layer_met3.png
Cells faint in the background.
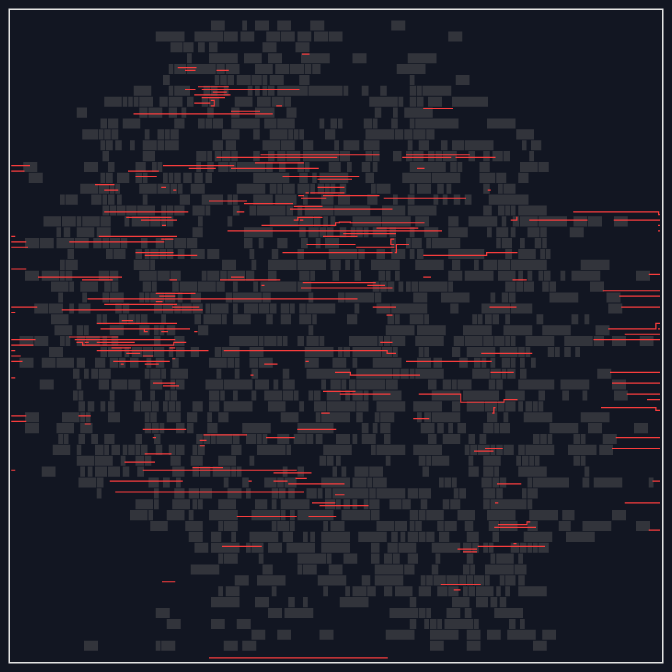
congestion.png
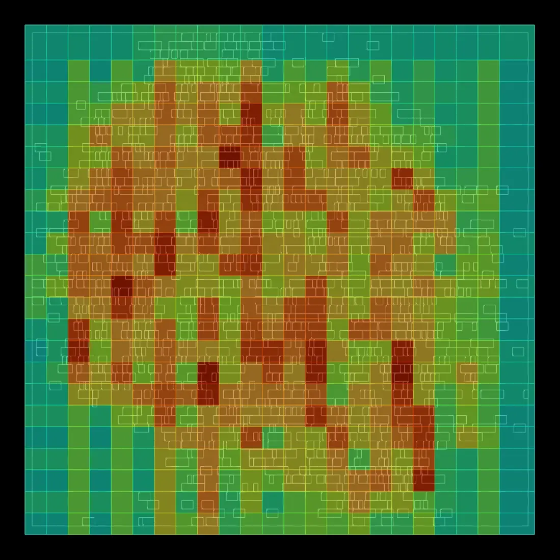
[src/rtl/multicycle_exec_unit.sv]
// Execution unit: single-cycle ALU ops, bit-serial shifts and an optional shift-add multiplier.
// Issues on start when idle. Results and PSR are registered and valid in the one-cycle done pulse.
module multicycle_exec_unit #(
  parameter int WIDTH      = 16,
  parameter int SHAMT_BITS = 4,
  parameter bit MUL_EN     = 1'b1
) (
  input  logic                  clk_i,
  input  logic                  reset_i,
  input  logic                  start_i,
  input  logic [3:0]            op_i,
  input  logic [WIDTH-1:0]      src_a_i,
  input  logic [WIDTH-1:0]      src_b_i,
  input  logic [SHAMT_BITS-1:0] shamt_i,
  output logic                  busy_o,
  output logic                  done_o,
  output logic [WIDTH-1:0]      result_o,
  output logic [WIDTH-1:0]      result_hi_o,
  output logic [7:0]            psr_out_o,
  output logic                  psr_we_o
);

  localparam logic [3:0] OP_ADD = 4'd0, OP_SUB = 4'd1, OP_AND = 4'd2, OP_OR  = 4'd3,
                         OP_XOR = 4'd4, OP_CMP = 4'd5, OP_MOV = 4'd6, OP_LSL = 4'd7,
                         OP_LSR = 4'd8, OP_ASR = 4'd9, OP_MUL = 4'd10;
  localparam int CW = SHAMT_BITS + 1;

  typedef enum logic [1:0] {S_IDLE, S_SHIFT, S_MUL, S_DONE} state_t;

  state_t               state_q;
  logic                 busy_q, done_q, psr_we_q;
  logic [WIDTH-1:0]     result_q, result_hi_q;
  logic [7:0]           psr_q;
  logic [CW-1:0]        cnt_q;
  logic [3:0]           op_q;
  logic [WIDTH-1:0]     work_q, mcand_q;
  logic [2*WIDTH-1:0]   prod_q;

  logic [WIDTH:0]       add_w, sub_w, mul_sum;
  logic                 add_ovf, sub_ovf, is_shift, is_mul;
  logic [WIDTH-1:0]     res_sc, shift_nx;
  logic [7:0]           psr_sc;
  logic                 we_sc;
  logic [2*WIDTH-1:0]   prod_nx;

  assign add_w   = {1'b0, src_a_i} + {1'b0, src_b_i};
  assign sub_w   = {1'b0, src_a_i} - {1'b0, src_b_i};
  assign add_ovf = (src_a_i[WIDTH-1] == src_b_i[WIDTH-1]) && (add_w[WIDTH-1] != src_a_i[WIDTH-1]);
  assign sub_ovf = (src_a_i[WIDTH-1] != src_b_i[WIDTH-1]) && (sub_w[WIDTH-1] != src_a_i[WIDTH-1]);
  assign is_shift = (op_i == OP_LSL) || (op_i == OP_LSR) || (op_i == OP_ASR);
  assign is_mul   = MUL_EN && (op_i == OP_MUL);

  // One multiplier bit per step: conditionally add multiplicand to the high half, then shift right.
  assign mul_sum = {1'b0, prod_q[2*WIDTH-1:WIDTH]} + (prod_q[0] ? {1'b0, mcand_q} : '0);
  assign prod_nx = {mul_sum, prod_q[WIDTH-1:1]};

  always_comb begin
    shift_nx = work_q;
    case (op_q)
      OP_LSL:  shift_nx = {work_q[WIDTH-2:0], 1'b0};
      OP_LSR:  shift_nx = {1'b0, work_q[WIDTH-1:1]};
      default: shift_nx = {work_q[WIDTH-1], work_q[WIDTH-1:1]};
    endcase
  end

  always_comb begin
    res_sc = '0;
    psr_sc = psr_q;
    we_sc  = 1'b0;
    case (op_i)
      OP_ADD: begin
        res_sc = add_w[WIDTH-1:0]; psr_sc[0] = add_w[WIDTH]; psr_sc[5] = add_ovf; we_sc = 1'b1;
      end
      OP_SUB: begin
        res_sc = sub_w[WIDTH-1:0]; psr_sc[0] = sub_w[WIDTH]; psr_sc[5] = sub_ovf; we_sc = 1'b1;
      end
      OP_AND: res_sc = src_a_i & src_b_i;
      OP_OR:  res_sc = src_a_i | src_b_i;
      OP_XOR: res_sc = src_a_i ^ src_b_i;
      OP_CMP: begin
        res_sc    = src_a_i;
        psr_sc[2] = src_a_i < src_b_i;
        psr_sc[6] = src_a_i == src_b_i;
        psr_sc[7] = $signed(src_a_i) < $signed(src_b_i);
        we_sc     = 1'b1;
      end
      OP_MOV: res_sc = src_b_i;
      OP_LSL, OP_LSR, OP_ASR: res_sc = src_a_i;  // zero shift amount
      default: res_sc = '0;
    endcase
  end

  always_ff @(posedge clk_i) begin
    if (reset_i) begin
      state_q     <= S_IDLE;
      busy_q      <= 1'b0;
      done_q      <= 1'b0;
      psr_we_q    <= 1'b0;
      result_q    <= '0;
      result_hi_q <= '0;
      psr_q       <= '0;
      cnt_q       <= '0;
      op_q        <= '0;
      work_q      <= '0;
      mcand_q     <= '0;
      prod_q      <= '0;
    end else begin
      done_q   <= 1'b0;
      psr_we_q <= 1'b0;
      case (state_q)
        S_SHIFT: begin
          work_q <= shift_nx;
          cnt_q  <= cnt_q - 1'b1;
          if (cnt_q == CW'(1)) begin
            state_q     <= S_DONE;
            busy_q      <= 1'b0;
            done_q      <= 1'b1;
            result_q    <= shift_nx;
            result_hi_q <= '0;
          end
        end
        S_MUL: begin
          prod_q <= prod_nx;
          cnt_q  <= cnt_q - 1'b1;
          if (cnt_q == CW'(1)) begin
            state_q     <= S_DONE;
            busy_q      <= 1'b0;
            done_q      <= 1'b1;
            result_q    <= prod_nx[WIDTH-1:0];
            result_hi_q <= prod_nx[2*WIDTH-1:WIDTH];
          end
        end
        default: begin  // IDLE and DONE accept a new op identically
          state_q <= S_IDLE;
          busy_q  <= 1'b0;
          if (start_i) begin
            if (is_shift && (shamt_i != '0)) begin
              state_q <= S_SHIFT;
              busy_q  <= 1'b1;
              cnt_q   <= CW'(shamt_i);
              op_q    <= op_i;
              work_q  <= src_a_i;
            end else if (is_mul) begin
              state_q <= S_MUL;
              busy_q  <= 1'b1;
              cnt_q   <= CW'(WIDTH);
              mcand_q <= src_a_i;
              prod_q  <= {{WIDTH{1'b0}}, src_b_i};
            end else begin
              state_q     <= S_DONE;
              done_q      <= 1'b1;
              result_q    <= res_sc;
              result_hi_q <= '0;
              psr_q       <= psr_sc;
              psr_we_q    <= we_sc;
            end
          end
        end
      endcase
    end
  end

  assign busy_o      = busy_q;
  assign done_o      = done_q;
  assign result_o    = result_q;
  assign result_hi_o = result_hi_q;
  assign psr_out_o   = psr_q;
  assign psr_we_o    = psr_we_q;

endmodule

[config.mk]
export PLATFORM = sky130hd
export DESIGN_NAME = multicycle_exec_unit
export DESIGN_NICKNAME = d
export VERILOG_FILES = /design/src/rtl/multicycle_exec_unit.sv
export SDC_FILE = /design/constraint.sdc
export NUM_CORES = 1
export LEC_CHECK = 0
export ABC_AREA = 0
export CAP_MARGIN = 20
export CORE_MARGIN = 2
export CORE_UTILIZATION = 35
export CTS_CLUSTER_SIZE = 28
export DETAILED_ROUTE_END_ITERATION = 8
export SKIP_LAST_GASP = 1
export SLEW_MARGIN = 20
export SYNTH_ARGS = -nofsm -noshare
export SYNTH_HDL_FRONTEND = slang
export SYNTH_SLANG_ARGS = --single-unit
[constraint.sdc]
create_clock -name clk_i -period 6.25 [get_ports clk_i]
set_input_delay 1.25 -clock clk_i [delete_from_list [all_inputs] [get_ports clk_i]]
set_output_delay 1.25 -clock clk_i [all_outputs]
set_load 0.01 [all_outputs]
==> results.cfg <==
; synthesis and place-and-route metrics
[outcome]
outcome = completed

[power_and_ir_drop]
powerDensity_nw_per_um2 = 301
vdd_drop_max_mv = 0.213
power.total_w = 0.00313
p_leak_nw = 4.04

[layout]
final_cell_area_sq_um = 10400
final_layout_top_logic_cell = nand2_1
nets = 1327
drive_above_1_share = 0.0581
fin_util = 0.415
fin_cells = 1551
final_cell_mix = nand2_1, nor2_1, dfxtp_1
fillers = 2575
syn_to_final_growth_pct = 17.5
antenna_cells = 0

[synth]
ys_seq_share = 0.260
edf_count = 0
synth.area.top_cells = dfxtp_1, ha_1, a21oi_1
simple_gate_share = 0.224
ys_sh_aoi = 0.269
synthCells = 1171
yosysTopAreaCell = dfxtp_1
synth_cell_type_count = 90
ys.flop_type = dfxtp_1
top_area_frac = 0.260
ys_ff = 115
synth_xor_xnor_area_share = 0.0109
syn_area_sq_um = 8850
synth.area.mux_share = 0.0612
yosysMostFrequentCell = nand2_1
ys_cells = 1171
common_cells = nand2_1, nor2_1, dfxtp_1, a21oi_1, o21ai_0
synth-adder-area-share = 0.107
synth-async-reset-ratio = 0
ys.warnings.count = 0
ys_chip_area_sq_um = 8850
syn-mean-instance-area_sq_um = 7.56
topCombFamilyByArea = AND-OR/OR-AND gates

[timing]
period_minus_slack_ps = 4080
hold_violations = 0
worst_pin_slew_ps = 1080
max_slew_margin = 0.275
period_used_share = 0.653
fmax_ghz = 0.245
drv_slew = 0
rsz0062_at_grt = no
fin_ws_ps = 2170
setup_viol = 0
skew_ps = 13.4
tns_ps = 0
whs_ps = 447

[critical_path]
end_kind = flip-flop
worst-path-max-fanout = 4
timing.rr.end = prod_q[31]$_SDFFE_PP0P_
crit_type = in2reg
critical_path_arrival_ps = 4410
crit_path_start_kind = input pin
worstReg2RegStart = prod_q[0]$_SDFFE_PP0P_
reg2reg_depth = 11
reg2reg_slack_ps = 3350
worstPathRequired_ps = 6590

[route]
ant_nets = 0
vias_per_cell = 5.75
vias = 8913
drt-initial-drc-count = 730
drc = 0
routed_wl_mm = 30.1
drt-pass1-iter-count = 5

[clock_tree]
clkTransAtPathRegs_ps = 60
htree_num_levels = 4
cts_root_buf = clkbuf_16
post-cts-setup-buffers = 0
clock_path_buffers = 2
clock_latency_ps = 430
numCtsBuffers = 17
cts.hold.buffers_added = 0
clock-sinks = 115
cts_tree = yes
cts_resized = 0

[placed_design]
placed_cells = 1521
hpwlAfterDp_mm = 21.7
placed_cell_area_sq_um = 9820
gp_congestion = 0.968
pre_cts_slack_ps = 1790
port_buffers = 82

[die]
die-width_microns = 163
fp-utilization = 0.353
core_sq_um = 25000
pin_count = 86
rows = 58
die_y_microns = 163
die-area_sq_um = 26600

[global_route]
grt_pass1_vias = 8152
grt_pass1_wl_mm = 46.1
grt-ovfl-total = 0
grt_max_degree = 60
antenna_found_initial = 0

[worst_hold_path]
hold_path_depth = 2
min_from = result_hi_o[4]$_SDFFE_PP0P_
hp-class = reg2reg
holdPathEnd = result_hi_o[4]$_SDFFE_PP0P_

[job]
tool_warnings = 63
cap_violations = 0
-- layer_met3.png (at the start) --
The longest straight run is 67.2 microns. The layer holds 6.6% of the routed length.

-- congestion.png (at the start) --
aggregate global-route resource usage: 0.223
DR WL/cell: 19.4 microns
met1 GRT Util: 0.311

## area by class of cell
type,instances,area (sq um),area share
Clock buffer,21,470,0.0452
Clock inverter,9,106,0.0102
Inverter,63,236,0.0227
Multi-Input combinational cell,918,5960,0.573
Sequential cell,115,2300,0.221
Tap cell,330,413,0.0397
Timing Repair Buffer,95,911,0.0876
## worst max path at each step
stage | startpoint | slack, ps | end | cells after the start
after floorplan | src_a_i[0] | 2770 | result_o[14]$_SDFFE_PP0P_ | 10
after detailed placement | src_a_i[0] | 1790 | result_o[14]$_SDFFE_PP0P_ | 11
after global placement | src_a_i[0] | 1840 | result_o[14]$_SDFFE_PP0P_ | 11
final | src_a_i[0] | 2170 | result_o[14]$_SDFFE_PP0P_ | 11
after CTS | src_a_i[0] | 2220 | result_o[14]$_SDFFE_PP0P_ | 11
after global routing | src_a_i[0] | 2050 | result_o[14]$_SDFFE_PP0P_ | 11
## power breakdown
group	leakage (nW)	internal (W)	switching, W
logic	2.82	0.000415	0.000787
clock network	0.277	0.000611	0.000355
registers	0.934	0.000855	0.000102
total	4.04	0.00188	0.00124
## critical path, cell delays in order
cell and delay (ps):
clkdlybuf4s50_1 610, inv_1 120, ha_1 250, fa_1 420, o21bai_1 240, o211ai_2 110
a31oi_1 350, nor4_1 110, or4_1 500, and4_1 220, a221oi_2 230
## metal layers
metal	GRT usage	vias to the layer above	share of wire
li1	-	4286	-
met1	0.311	4219	0.47
met2	0.351	360	0.44
met3	0.0302	48	0.066
met4	0.0853	0	0.027
met5	0	-	0
## sequential cells by signal (all words and copies together), names as in the netlist, 2 cells and up
name         cells
result_hi_o     16
result_o        16
mcand_q         16
state_q          2
cnt_q            5
work_q          16
psr_out_o        5
prod_q          32
op_q             4
No activity file was given, so power comes from the tool's default toggle rates.
